==> config.mk <==
export PLATFORM = sky130hd
export DESIGN_NAME = uart_frame_decoder
export DESIGN_NICKNAME = d
export VERILOG_FILES = /design/src/rtl/uart_frame_pkg.sv /design/src/rtl/uart_frame_decoder_counter.sv /design/src/rtl/uart_frame_decoder.sv
export SDC_FILE = /design/constraint.sdc
export NUM_CORES = 1
export LEC_CHECK = 0
export CORE_ASPECT_RATIO = 1.4
export CORE_UTILIZATION = 40
export CTS_BUF_LIST = sky130_fd_sc_hd__clkbuf_4 sky130_fd_sc_hd__clkbuf_8 sky130_fd_sc_hd__clkbuf_16
export CTS_CLUSTER_DIAMETER = 60
export DETAILED_ROUTE_END_ITERATION = 6
export GPL_ROUTABILITY_DRIVEN = 0
export PLACE_DENSITY = 0.65
export SLEW_MARGIN = 10
export SYNTH_ARGS = -nofsm -noshare
export SYNTH_HDL_FRONTEND = slang
export SYNTH_SLANG_ARGS = --single-unit
==> constraint.sdc <==
create_clock -name CLK -period 5.4 [get_ports CLK]
set_clock_uncertainty 0.05 [all_clocks]
set_input_delay 0.54 -clock CLK [delete_from_list [all_inputs] [get_ports CLK]]
set_output_delay 0.54 -clock CLK [all_outputs]
set_load 0.005 [all_outputs]
==> src/rtl/uart_frame_pkg.sv <==
// Shared types and constants for the UART command-frame decoder.
package uart_frame_pkg;

    typedef enum logic [2:0] {
        ST_IDLE,
        ST_CMD,
        ST_LEN,
        ST_PAYLOAD,
        ST_CHECK
    } state_t;

    typedef enum logic [1:0] {
        ERR_NONE    = 2'd0,
        ERR_CSUM    = 2'd1,
        ERR_LEN     = 2'd2,
        ERR_TIMEOUT = 2'd3
    } err_code_t;

    localparam logic [7:0] DEFAULT_SYNC_BYTE = 8'hAA;

endpackage

==> src/rtl/uart_frame_decoder_counter.sv <==
// Generic up-counter with synchronous clear (priority) and count enable.
module uart_frame_decoder_counter #(
    parameter int unsigned WIDTH = 8
) (
    input  logic             CLK,
    input  logic             RESET_N,
    input  logic             CLEAR,
    input  logic             ENABLE,
    output logic [WIDTH-1:0] COUNT
);

    always_ff @(posedge CLK or negedge RESET_N) begin
        if (!RESET_N) begin
            COUNT <= '0;
        end else if (CLEAR) begin
            COUNT <= '0;
        end else if (ENABLE) begin
            COUNT <= COUNT + 1'b1;
        end
    end

endmodule

==> src/rtl/uart_frame_decoder.sv <==
// Assembles SYNC/CMD/LEN/payload/XOR-checksum frames from a UART byte stream and
// publishes validated frames on held registers; bad or stalled frames are reported.
module uart_frame_decoder
    import uart_frame_pkg::*;
#(
    parameter int unsigned MAX_LEN   = 8,
    parameter int unsigned TIMEOUT   = 40000,
    parameter logic [7:0]  SYNC_BYTE = DEFAULT_SYNC_BYTE
) (
    input  logic                 CLK,
    input  logic                 RESET_N,
    input  logic [7:0]           RX_DATA,
    input  logic                 RX_EN,
    output logic [7:0]           CMD,
    output logic [3:0]           LEN,
    output logic [8*MAX_LEN-1:0] PAYLOAD,
    output logic                 FRAME_VALID,
    output logic                 FRAME_ERROR,
    output logic [1:0]           ERR_CODE
);

    localparam int unsigned   TW        = $clog2(TIMEOUT + 1);
    localparam int unsigned   IW        = (MAX_LEN > 1) ? $clog2(MAX_LEN) : 1;
    localparam logic [TW-1:0] TIMER_MAX = TW'(TIMEOUT);
    localparam logic [7:0]    MAX_LEN_B = 8'(MAX_LEN);

    state_t        state, state_nxt;
    logic [TW-1:0] timer;
    logic          timer_clr;
    logic          timeout;
    logic          commit;
    logic          err;
    err_code_t     err_kind;

    logic [7:0]    cmd_sh;
    logic [3:0]    len_sh;
    logic [7:0]    csum;
    logic [IW-1:0] idx;
    logic [7:0]    shadow [MAX_LEN];

    assign timer_clr = (state == ST_IDLE) || RX_EN;

    uart_frame_decoder_counter #(
        .WIDTH(TW)
    ) u_timer (
        .CLK    (CLK),
        .RESET_N(RESET_N),
        .CLEAR  (timer_clr),
        .ENABLE (1'b1),
        .COUNT  (timer)
    );

    // A byte arriving on the expiry cycle takes precedence over the timeout.
    assign timeout = (state != ST_IDLE) && !RX_EN && (timer == TIMER_MAX);

    always_ff @(posedge CLK or negedge RESET_N) begin
        if (!RESET_N) begin
            state <= ST_IDLE;
        end else begin
            state <= state_nxt;
        end
    end

    always_comb begin
        state_nxt = state;
        commit    = 1'b0;
        err       = 1'b0;
        err_kind  = ERR_NONE;
        if (timeout) begin
            state_nxt = ST_IDLE;
            err       = 1'b1;
            err_kind  = ERR_TIMEOUT;
        end else if (RX_EN) begin
            case (state)
                ST_IDLE: begin
                    if (RX_DATA == SYNC_BYTE) state_nxt = ST_CMD;
                end
                ST_CMD: state_nxt = ST_LEN;
                ST_LEN: begin
                    if (RX_DATA > MAX_LEN_B) begin
                        state_nxt = ST_IDLE;
                        err       = 1'b1;
                        err_kind  = ERR_LEN;
                    end else if (RX_DATA == 8'd0) begin
                        state_nxt = ST_CHECK;
                    end else begin
                        state_nxt = ST_PAYLOAD;
                    end
                end
                ST_PAYLOAD: begin
                    if (4'(idx) == len_sh - 4'd1) state_nxt = ST_CHECK;
                end
                ST_CHECK: begin
                    state_nxt = ST_IDLE;
                    if (RX_DATA == csum) begin
                        commit = 1'b1;
                    end else begin
                        err      = 1'b1;
                        err_kind = ERR_CSUM;
                    end
                end
                default: state_nxt = ST_IDLE;
            endcase
        end
    end

    always_ff @(posedge CLK or negedge RESET_N) begin
        if (!RESET_N) begin
            cmd_sh      <= '0;
            len_sh      <= '0;
            csum        <= '0;
            idx         <= '0;
            for (int unsigned i = 0; i < MAX_LEN; i++) shadow[IW'(i)] <= '0;
            CMD         <= '0;
            LEN         <= '0;
            PAYLOAD     <= '0;
            FRAME_VALID <= 1'b0;
            FRAME_ERROR <= 1'b0;
            ERR_CODE    <= '0;
        end else begin
            FRAME_VALID <= commit;
            FRAME_ERROR <= err;
            if (err) ERR_CODE <= err_kind;
            if (RX_EN) begin
                case (state)
                    ST_CMD: begin
                        cmd_sh <= RX_DATA;
                        csum   <= RX_DATA;
                    end
                    ST_LEN: begin
                        len_sh <= RX_DATA[3:0];
                        csum   <= csum ^ RX_DATA;
                        idx    <= '0;
                    end
                    ST_PAYLOAD: begin
                        shadow[idx] <= RX_DATA;
                        csum        <= csum ^ RX_DATA;
                        idx         <= idx + 1'b1;
                    end
                    default: ;
                endcase
            end
            // Shadow entries past the frame length may be stale from an earlier frame.
            if (commit) begin
                CMD <= cmd_sh;
                LEN <= len_sh;
                for (int unsigned i = 0; i < MAX_LEN; i++) begin
                    PAYLOAD[8*i +: 8] <= (i < 32'(len_sh)) ? shadow[IW'(i)] : '0;
                end
            end
        end
    end

endmodule

**Run 1: wiring by layer**

Only two layers are drawn.
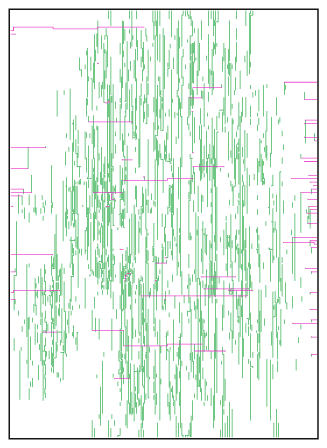
Key: M2 = green [wire length 8560 um]; M3 = magenta [wire length 533 um]

**Run 1: M1 wires**

Bar = 20 um. Supply wires on this layer in gray. Cells faint in the background.
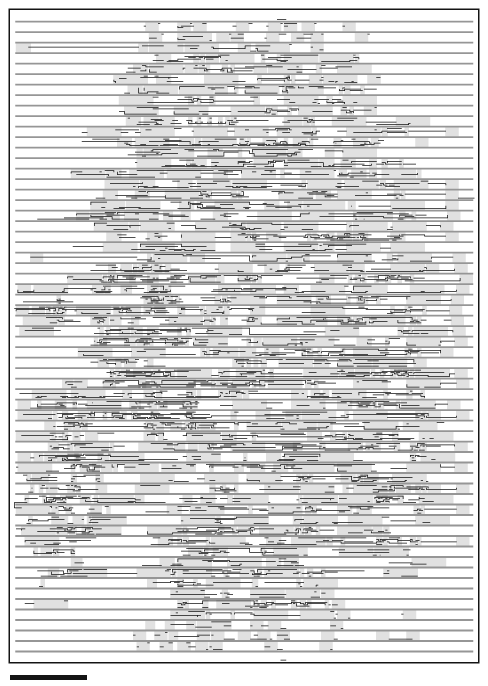
The layer carries 7350 um of wire. 703 nets have wire on it. The longest straight run is 28.5 um. The layer holds 44% of the routed length.

==> Implementation_results.wiki, run 1 <==
== Implementation results ==
{| class="wikitable"
! Metric !! Value
|-
| Run status || completed
|-
| Global-route met1 utilization || between 20% and 30%
|-
| Highest routing layer actually used || met4
|-
| Detailed-route wire length || between 15 and 20 mm
|-
| Number of flops mapped to enable cells by yosys || 0
|-
| Number of filler instances in the final layout || ~1800
|-
| Number of buffers inserted by hold repair at cts || 0
|-
| Critical R2R Launch || state[0]$_DFFE_PN0P_
|-
| Area share of the largest cell type after synthesis || roughly 58%
|-
| Global Route Usage Sum || approximately 17%
|-
| Die Y || approximately 170 um
|-
| Detail Route met3 WL || about 530 um
|-
| Measured slew at the worst slew-check pin || 966.1 ps
|-
| Worst Slack Setup Final || 2270 ps
|-
| Area after DPL || 0.009031 sq mm
|-
| Switching part of the total power || 29.54%
|-
| AND-OR/OR-AND share of the synthesized area || around 8.4%
|-
| Worst hold margin || approximately 130 ps
|-
| Fraction of the yosys area taken by sequential cells || about three fifths
|-
| Part of the power in the clock network || between 30 and 40%
|-
| Dominant register cell || dfrtp_1
|-
| Final cell count without fillers || 1045
|-
| Area Growth Syn to Fin || 20.68%
|-
| Rows || about 60
|-
| Remaining global-route overflow || 0
|-
| Critical Path Start Type || input pin
|-
| Final Hold Viols || 0
|-
| Synth cell count leaders || 186 x dfrtp_1, 131 x nand2_1, 84 x mux2_2
|-
| Post-CTS setup-driven buffer insertion count || 0
|-
| Global-route wire length before repair || 27.48 mm
|-
| Sequential fraction of design power || between 40% and 50%
|-
| Xor-xnor portion of the synthesized cell area || under 10%
|-
| Cells in synth_stat.txt || between 700 and 800
|-
| Skew-Pair Late Insertion Delay || ~430 ps
|-
| Clock slew seen by the registers of the worst setup and hold paths || 60 ps
|-
| Wire length per cell after detailed routing || about 16 um
|-
| Horiz. Die Dim || roughly 120 um
|-
| Top Usage Layer GRT || met2
|-
| Number of sinks driven by the clock tree || roughly 190
|-
| Flops after synth || about 190
|-
| Most popular library cell in the synthesized design by count || dfrtp_1
|-
| Peak supply drop || ~170 uV
|-
| Peak fanout along the critical path || between 90 and 100
|-
| Normalized max-slew margin || between 30% and 40%
|-
| Comb power frac || 18.3%
|-
| Endpoint kind of the worst setup timing path || flip-flop
|-
| Final period demand of the worst path || roughly 3100 ps
|-
| Worst EP required || 5660 ps
|-
| Synthesized area per cell || approximately 11 sq um
|-
| R2R setup slack || around 2400 ps
|-
| Core Area || just under 0.02 sq mm
|-
| R2r endpoint || LEN[2]$_DFFE_PN0P_
|-
| Proportion of synthesized area in mux cells || between 10% and 20%
|-
| Yosys warning count || 0
|-
| Crit path max-delay cell type || clkdlybuf4s50_1
|-
| Antenna violations before repair || 0
|-
| Pin count of the biggest net entering global routing || between 100 and 150
|-
| Netlist area before placement || roughly 0.0080 sq mm
|-
| Met2 WL || 8.555 mm
|-
| H-tree depth || 4
|-
| Delay of the slowest cell on the worst path || 900 ps
|-
| Lkg Pwr || 4.278 nW
|-
| CTS buffer count || 17
|-
| TritonCTS clock tree || done
|-
| Fraction of the cycle the final worst path needs || about 58%
|-
| Number of vias per cell || roughly 5
|-
| Worst min path class || input pin to asynchronous set/reset pin
|-
| Final net count || around 800
|-
| Count of cells resized by post-cts repair || 0
|-
| Fmax achieved || around 320 MHz
|-
| Unrepaired setup endpoints after global routing || no
|-
| Final number of max-transition violations || 0
|-
| Worst Setup Path Type || input pin to flip-flop
|-
| Pre-CTS setup slack || 1811 ps
|-
| CTS root buf || clkbuf_16
|-
| End of the critical path || LEN[2]$_DFFE_PN0P_
|-
| Quantity of I/O buffers inserted on ports || 90
|}
**Run 1: register map, names as in the netlist**

Bar = 20 um. Other sequential cells in the stronger gray, the rest of the logic in the fainter gray.
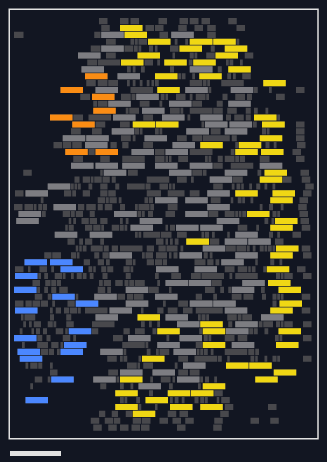
Key: u_timer.COUNT = blue [placed flops 16, where lower left]; PAYLOAD = yellow [placed flops 64]; cmd_sh = orange [placed flops 8, where upper left]

## run 1: state kept, by name (all words and copies together) (netlist names)
register,count
u_timer.COUNT,16
ERR_CODE,2
csum,8
FRAME_ERROR,1
FRAME_VALID,1
len_sh,4
LEN,4
CMD,8
state,3
PAYLOAD,64
cmd_sh,8
shadow,64
idx,3
## run 1: placed cells by master, fill, tap and decap left out, drive strengths merged, types with 3 or more instances in the layout
cell type,instances
dfrtp,186
nand2,131
clkdlybuf4s50,89
mux2,84
o21ai,83
nor2,35
clkbuf,20
nand3,15
xnor2,14
xor2,13
inv,13
buf,10
a21oi,9
nand2b,8
a311oi,8
nand4,7
ha,7
nand3b,6
and3,5
clkinv,5
nor3,5
a31oi,4
o22a,4
clkinvlp,4
a21o,3
nor2b,3
nor3b,3
## run 1: layout make-up
cell class              instances  area (sq um)  area share, %
flip-flops and latches        186          4654          48.44
multi-input cells             468          3052          31.76
repair buffers                 99         969.7          10.09
clock buffers                  20         454.2          4.727
well taps                     248         310.3          3.229
clock inverters                12         123.9          1.289
inverters                      12         45.04         0.4687
## run 1: power by group through the flow
stage	Combinational (mW)	Sequential, mW	Clock, mW
global placement	0.674	1.83	0
global route	0.766	1.84	1.31
floorplan	0.614	1.69	0
CTS	0.690	1.80	1.25
detailed placement	0.686	1.83	0
finish	0.679	1.80	1.22
## run 1: worst max-delay path, delay by kind of cell
family / cells / cell delay [ps]
multiplexers: 1 / 380
XOR/XNOR: 1 / 160
buffers and inverters: 2 / 1390
AND/OR/NAND/NOR: 2 / 830
==> run 2: changes to the inputs <==
==> constraint.sdc (replaced) <==
create_clock -name CLK -period 3.23 [get_ports CLK]
set_clock_uncertainty 0.05 [all_clocks]
set_input_delay 0.323 -clock CLK [delete_from_list [all_inputs] [get_ports CLK]]
set_output_delay 0.323 -clock CLK [all_outputs]
set_load 0.005 [all_outputs]
**Run 2: M1 wires**

Bar = 20 um. Supply wires on this layer in gray. Cells faint in the background.
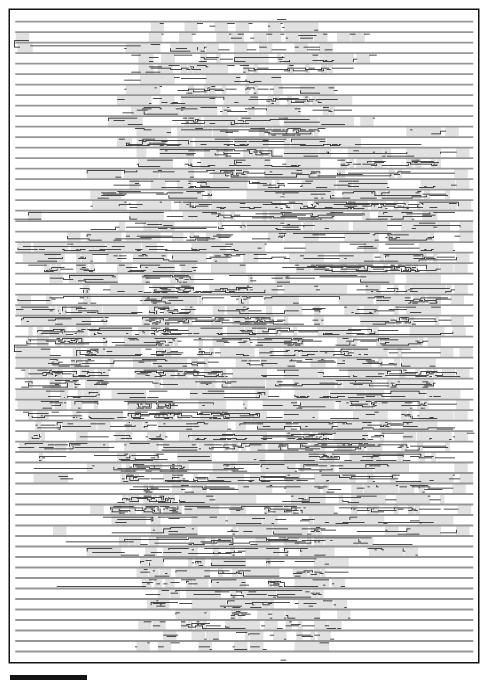
global-route met1 utilization: 21.69%
via count: 5381
detailed-route wire length: 17.21 mm

**Run 2: I/O nets highlighted**

Bar = 20 um.
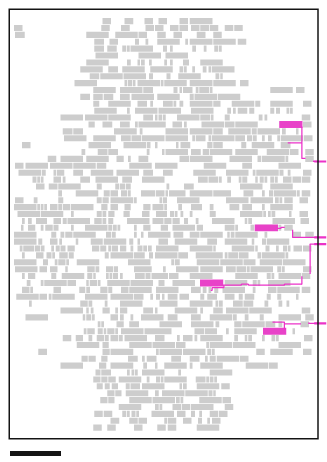
Key: LEN = magenta [bits 4, direction output, end cells 4, buffers 4, wire 110 um]

**Run 2: register map, names as in the netlist**

Bar = 20 um. Other sequential cells in the stronger gray, the rest of the logic in the fainter gray.
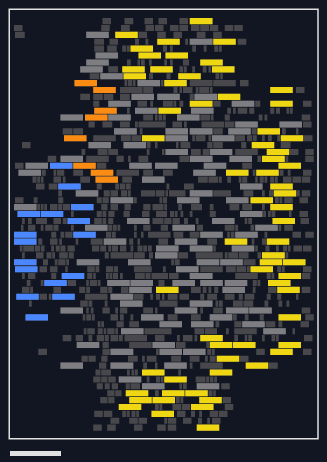
sequential cell area share: 47.85%
P_seq: 2.98 mW

==> run 2 against run 1 <==
Compared with the run above: final cell count increased by 0.67%; register-to-register slack got worse by 1600 ps; largest power group unchanged; utilization increased by 0.61 points; sequential power increased by 66%; combinational power increased by 81%; critical path depth decreased by 1.
==> Implementation_results.wiki, run 2 <==
== Implementation results ==
{| class="wikitable"
! Metric !! Value
|-
| Clock slew seen by the registers of the worst setup and hold paths || 60 ps (about the same)
|-
| Buffers & Inverters on Critical Path || 1 (-1)
|-
| Number of buffers inserted by hold repair at cts || 1 (+1)
|-
| Proportion of synthesized area in mux cells || 11.88% (unchanged)
|-
| Main power-consuming group || sequential cells
|-
| Number of filler instances in the final layout || 1761 (+0.40%)
|-
| Dominant register cell || dfrtp_1
|-
| Fmax achieved || ~430 MHz
|-
| Synthesized area per cell || 11.15 sq um (unchanged)
|-
| Remaining global-route overflow || 0 (unchanged)
|-
| Horiz. Die Dim || 121.2 um (unchanged)
|-
| Worst Setup Path Type || flip-flop to flip-flop
|-
| Wire length per cell after detailed routing || 16.36 um (+2.3%)
|-
| Part of the power in the clock network || 34.0% (+1.1 points)
|-
| Synth cell count leaders || 186 x dfrtp_1, 131 x nand2_1, 84 x mux2_2
|-
| Run status || completed
|-
| Cells in synth_stat.txt || 714 (unchanged)
|-
| Number of vias per cell || 5.115 (+0.62%)
|-
| Leading cell types in the layout, fill and taps excluded || 186 x dfrtp_1, 131 x nand2_1, 89 x clkdlybuf4s50_1, 84 x mux2_2, 80 x o21ai_0
|-
| Delay of the slowest cell on the worst path || 640 ps (-260 ps)
|-
| Global-route wire length before repair || 28.71 mm (+4.5%)
|-
| Die Y || 168.9 um (unchanged)
|-
| Post-CTS setup-driven buffer insertion count || 0 (unchanged)
|-
| Pin count of the biggest net entering global routing || 69 (-34%)
|-
| Crit path max-delay family || simple AND/OR/NAND/NOR gates
|-
| Antenna violations before repair || 0 (unchanged)
|-
| Logic power comb || 1.23 mW (+81%)
|-
| Final number of max-transition violations || 0 (unchanged)
|-
| Number of sinks driven by the clock tree || 186 (unchanged)
|-
| Pre-CTS setup slack || 680.0 ps (-1131 ps)
|-
| Final period demand of the worst path || approximately 2300 ps
|-
| AND-OR/OR-AND share of the synthesized area || 8.407% (unchanged)
|-
| Worst min path class || input pin to asynchronous set/reset pin
|-
| Switching part of the total power || 29.77% (+0.24 points)
|-
| Largest registers ranked by flip-flop count || PAYLOAD (64), shadow (64), u_timer.COUNT (16)
|-
| Fraction of the yosys area taken by sequential cells || 58.45% (unchanged)
|-
| Count of cells resized by post-cts repair || 0 (unchanged)
|-
| Normalized max-slew margin || 47.02% (+11 points)
|-
| Core Area || 0.01937 sq mm (unchanged)
|-
| Unrepaired setup endpoints after global routing || no
|-
| Crit path max-delay cell type || or3_4
|-
| TritonCTS clock tree || done
|-
| R2R setup slack || 890 ps (-1550 ps)
|-
| Worst hold margin || 348.8 ps (+218.0 ps)
|-
| CTS buffer count || 17 (unchanged)
|}
run 2: how the worst max path moves through the flow:
| stage | slack, ps | endpoint | cells past startpoint | startpoint |
|---|---|---|---|---|
| floorplan | 1320 | shadow[24]$_DFFE_PN0P_ | 6 | state[2]$_DFFE_PN0P_ |
| global placement | 700 | LEN[2]$_DFFE_PN0P_ | 6 | RX_DATA[7] |
| detailed placement | 680 | LEN[3]$_DFFE_PN0P_ | 6 | RX_DATA[7] |
| CTS | 900 | LEN[3]$_DFFE_PN0P_ | 5 | state[1]$_DFFE_PN0P_ |
| global route | 790 | LEN[2]$_DFFE_PN0P_ | 5 | state[1]$_DFFE_PN0P_ |
| finish | 890 | LEN[2]$_DFFE_PN0P_ | 5 | state[1]$_DFFE_PN0P_ |
run 2: routing by layer:
layer / global-route usage (%) / vias to the layer above / wire length (um)
met3: 3.706 / 27 / 530
li1: - / 2578 / -
met2: 32.50 / 96 / 9038
met4: 6.871 / 0 / 362
met5: 0 / - / 0
met1: 21.69 / 2680 / 7281
run 2: layout make-up:
type	count	area [sq um]	area share [%]
Inverter	12	45.04	0.4630
Multi-Input combinational cell	468	3052	31.37
Timing Repair Buffer	106	1050	10.79
Tap cell	248	310.3	3.190
Sequential cell	186	4654	47.85
Clock inverter	13	163.9	1.685
Clock buffer	19	452.9	4.656
run 2: logic make-up (layout without fill, tap and decap cells):
kind of cell / count (synthesis) / after routing
flip-flops: 186 / 186
multiplexers: 84 / 84
AND-OR/OR-AND: 118 / 118
XOR/XNOR: 27 / 27
buffers and inverters: 60 / 150
adder cells (fa/ha/maj): 7 / 7
AND/OR/NAND/NOR: 232 / 232
run 2: metrics by stage:
step                std cells  cell area (sq um)
floorplan                 714               7963
CTS                      1052               9728
global route             1052               9728
finish                   1052               9728
detailed placement       1019               9101
global placement         1019               9101
==> run 3: changes to the inputs <==
==> constraint.sdc (replaced) <==
create_clock -name CLK -period 2.37 [get_ports CLK]
set_clock_uncertainty 0.05 [all_clocks]
set_input_delay 0.237 -clock CLK [delete_from_list [all_inputs] [get_ports CLK]]
set_output_delay 0.237 -clock CLK [all_outputs]
set_load 0.005 [all_outputs]
**Run 3: I/O nets highlighted**

Bar = 20 um.
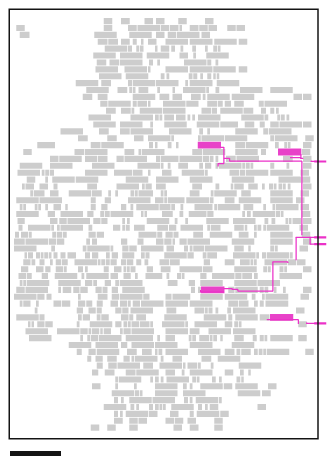
quantity of I/O buffers inserted on ports: 90
number of primary I/O pins: 91

**Run 3: M1 wires**

Bar = 20 um. Supply wires on this layer in gray. Cells faint in the background.
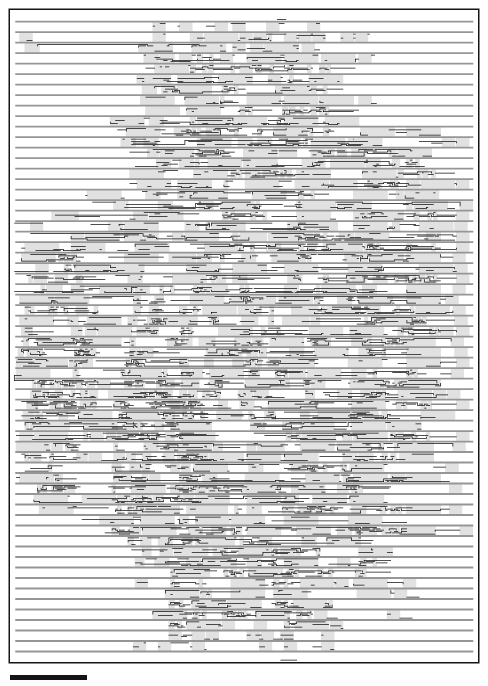
The layer holds 43% of the routed length. 739 nets have wire on it. The layer carries 7540 um of wire.

**Run 3: register map, names as in the netlist**

Bar = 20 um. Other sequential cells in the stronger gray, the rest of the logic in the fainter gray.
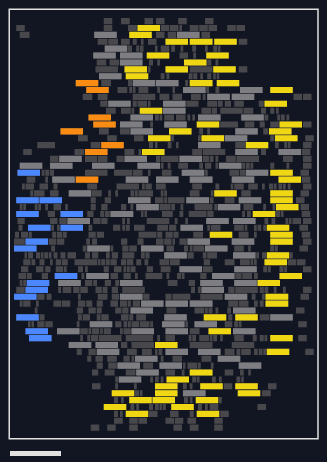
Key: PAYLOAD = yellow [placed flops 64]; u_timer.COUNT = blue [placed flops 16, where middle left]; cmd_sh = orange [placed flops 8, where upper left]
Another 98 sequential cells are not colored.

==> run 3 against run 2 <==
Compared with the run above: setup slack got worse by 580 ps; sequential share of layout area decreased by 0.72 points; largest cell class unchanged; design area increased by 1.5%; synthesized cell count unchanged; highest routed layer unchanged; first-iteration DRC count increased by 18%; clock-buffer cell count increased by 1; non-clock buffer count increased by 17; fmax increased by 14%.
==> Implementation_results.wiki, run 3 <==
== Implementation results ==
{| class="wikitable"
! Metric !! Value
|-
| Run status || completed
|-
| Global-route wire length before repair || 29.26 mm (+1.9%)
|-
| Wire length per cell after detailed routing || 16.32 um (-0.24%)
|-
| Met2 WL || 8.987 mm (-0.56%)
|-
| Final net count || ~830
|-
| Area after DPL || 0.009291 sq mm (+2.1%)
|-
| Count of cells resized by post-cts repair || 0 (unchanged)
|-
| Synth cell count leaders || 186 x dfrtp_1, 131 x nand2_1, 84 x mux2_2
|-
| Remaining global-route overflow || 0 (unchanged)
|-
| Core Area || 0.01937 sq mm (unchanged)
|-
| Synthesized area per cell || 11.15 sq um (unchanged)
|-
| CTS buffer count || 17 (unchanged)
|-
| Fmax achieved || 485.0 MHz (+14%)
|-
| Dominant register cell || dfrtp_1
|-
| Post-route cell area || 0.009877 sq mm (+1.5%)
|-
| Final cell count without fillers || 1069 (+1.6%)
|-
| Leading cell types in the layout, fill and taps excluded || 186 x dfrtp_1, 131 x nand2_1, 89 x clkdlybuf4s50_1, 84 x mux2_2, 80 x o21ai_0
|-
| TritonCTS clock tree || done
|-
| Number of vias per cell || 5.096 (-0.36%)
|-
| Antenna violations before repair || 0 (unchanged)
|-
| Pin count of the biggest net entering global routing || 53 (-23%)
|-
| Cells in synth_stat.txt || 714 (unchanged)
|-
| Met1 wire length || 7.541 mm (+3.6%)
|-
| Highest routing layer actually used || met4
|-
| Clock slew seen by the registers of the worst setup and hold paths || 70 ps (about the same)
|-
| Final number of max-transition violations || 0 (unchanged)
|-
| Fraction of the yosys area taken by sequential cells || 58.45% (unchanged)
|-
| Die Y || 168.9 um (unchanged)
|-
| Worst min path class || input pin to asynchronous set/reset pin
|-
| Detailed-route wire length || 17.45 mm (+1.4%)
|-
| R2R setup slack || 310 ps (-580 ps)
|-
| Final period demand of the worst path || 2062 ps (-282.8 ps)
|-
| Largest registers ranked by flip-flop count || PAYLOAD (64), shadow (64), u_timer.COUNT (16)
|-
| Unrepaired setup endpoints after global routing || no
|-
| DP Cell Count || 1036 (+1.7%)
|-
| Number of sinks driven by the clock tree || 186 (unchanged)
|-
| Horiz. Die Dim || 121.2 um (unchanged)
|-
| Worst Setup Path Type || flip-flop to flip-flop
|-
| End of the critical path || state[0]$_DFFE_PN0P_
|-
| Normalized max-slew margin || 57.91% (+11 points)
|-
| Footprint of the multi-input gates || 0.003052 sq mm (unchanged)
|-
| Detail Route met3 WL || 566 um (+6.8%)
|-
| Worst hold margin || 267.7 ps (-81.15 ps)
|}
==> run 3: cell counts after synthesis <==
No cell type changed its count.
==> run 3: cells by family after synthesis <==
kind of cell               Yosys count  synth area share, %
and+or+nand+nor                    232                13.91
DFF                                186                58.45
AOI/OAI and AO/OA                  118                8.407
muxes                               84                11.88
buffers and inverters               60                3.284
xor gates and xnor gates            27                2.970
adders and majority gates            7                1.100
==> run 3: final cells by class <==
cell class,instances,area share [%]
Sequential cell,186,47.12
Multi-Input combinational cell,468,30.90
Timing Repair Buffer,123,12.55
Clock buffer,20,4.662
Tap cell,248,3.142
Clock inverter,12,1.165
Inverter,12,0.4560
==> run 3: stage by stage <==
| stage | util, % | setup slack [ps] |
|---|---|---|
| after floorplan | - | 457.9 |
| after global placement | 47.97 | 130.6 |
| after detailed placement | 47.97 | 92.12 |
| after CTS | 50.99 | 326.7 |
| after global routing | 50.99 | 178.8 |
| final | 50.99 | 308.1 |
==> run 3: worst max-delay path, cell delays in order, from the launching register on <==
cell	delay, ps
dfrtp_1	460
inv_1	140
ha_1	250
xor2_1	180
xnor2_1	180
a41oi_1	190
or2_1	280
a31o_1	220
==> run 3: repair_timing <==
item	4_1_cts	5_1_grt
endpoints found under the hold margin	48	0
setup buffers	0	0
setup endpoints to repair	0	0
hold buffers	1	0
==> run 3: metal layers <==
layer	GRT usage, %	vias up
met5	0	-
met2	32.00	103
met1	22.68	2695
met4	6.978	0
met3	4.447	22
li1	-	2628
==> run 3: power by group <==
part / switching (mW) / internal [mW] / leakage [nW]
Clock: 1.25 / 1.53 / 0.277
Combinational: 0.977 / 0.852 / 1.62
Sequential: 0.405 / 3.59 / 2.54
Total: 2.63 / 5.97 / 4.43
Power is estimated from default activity; no workload was simulated.
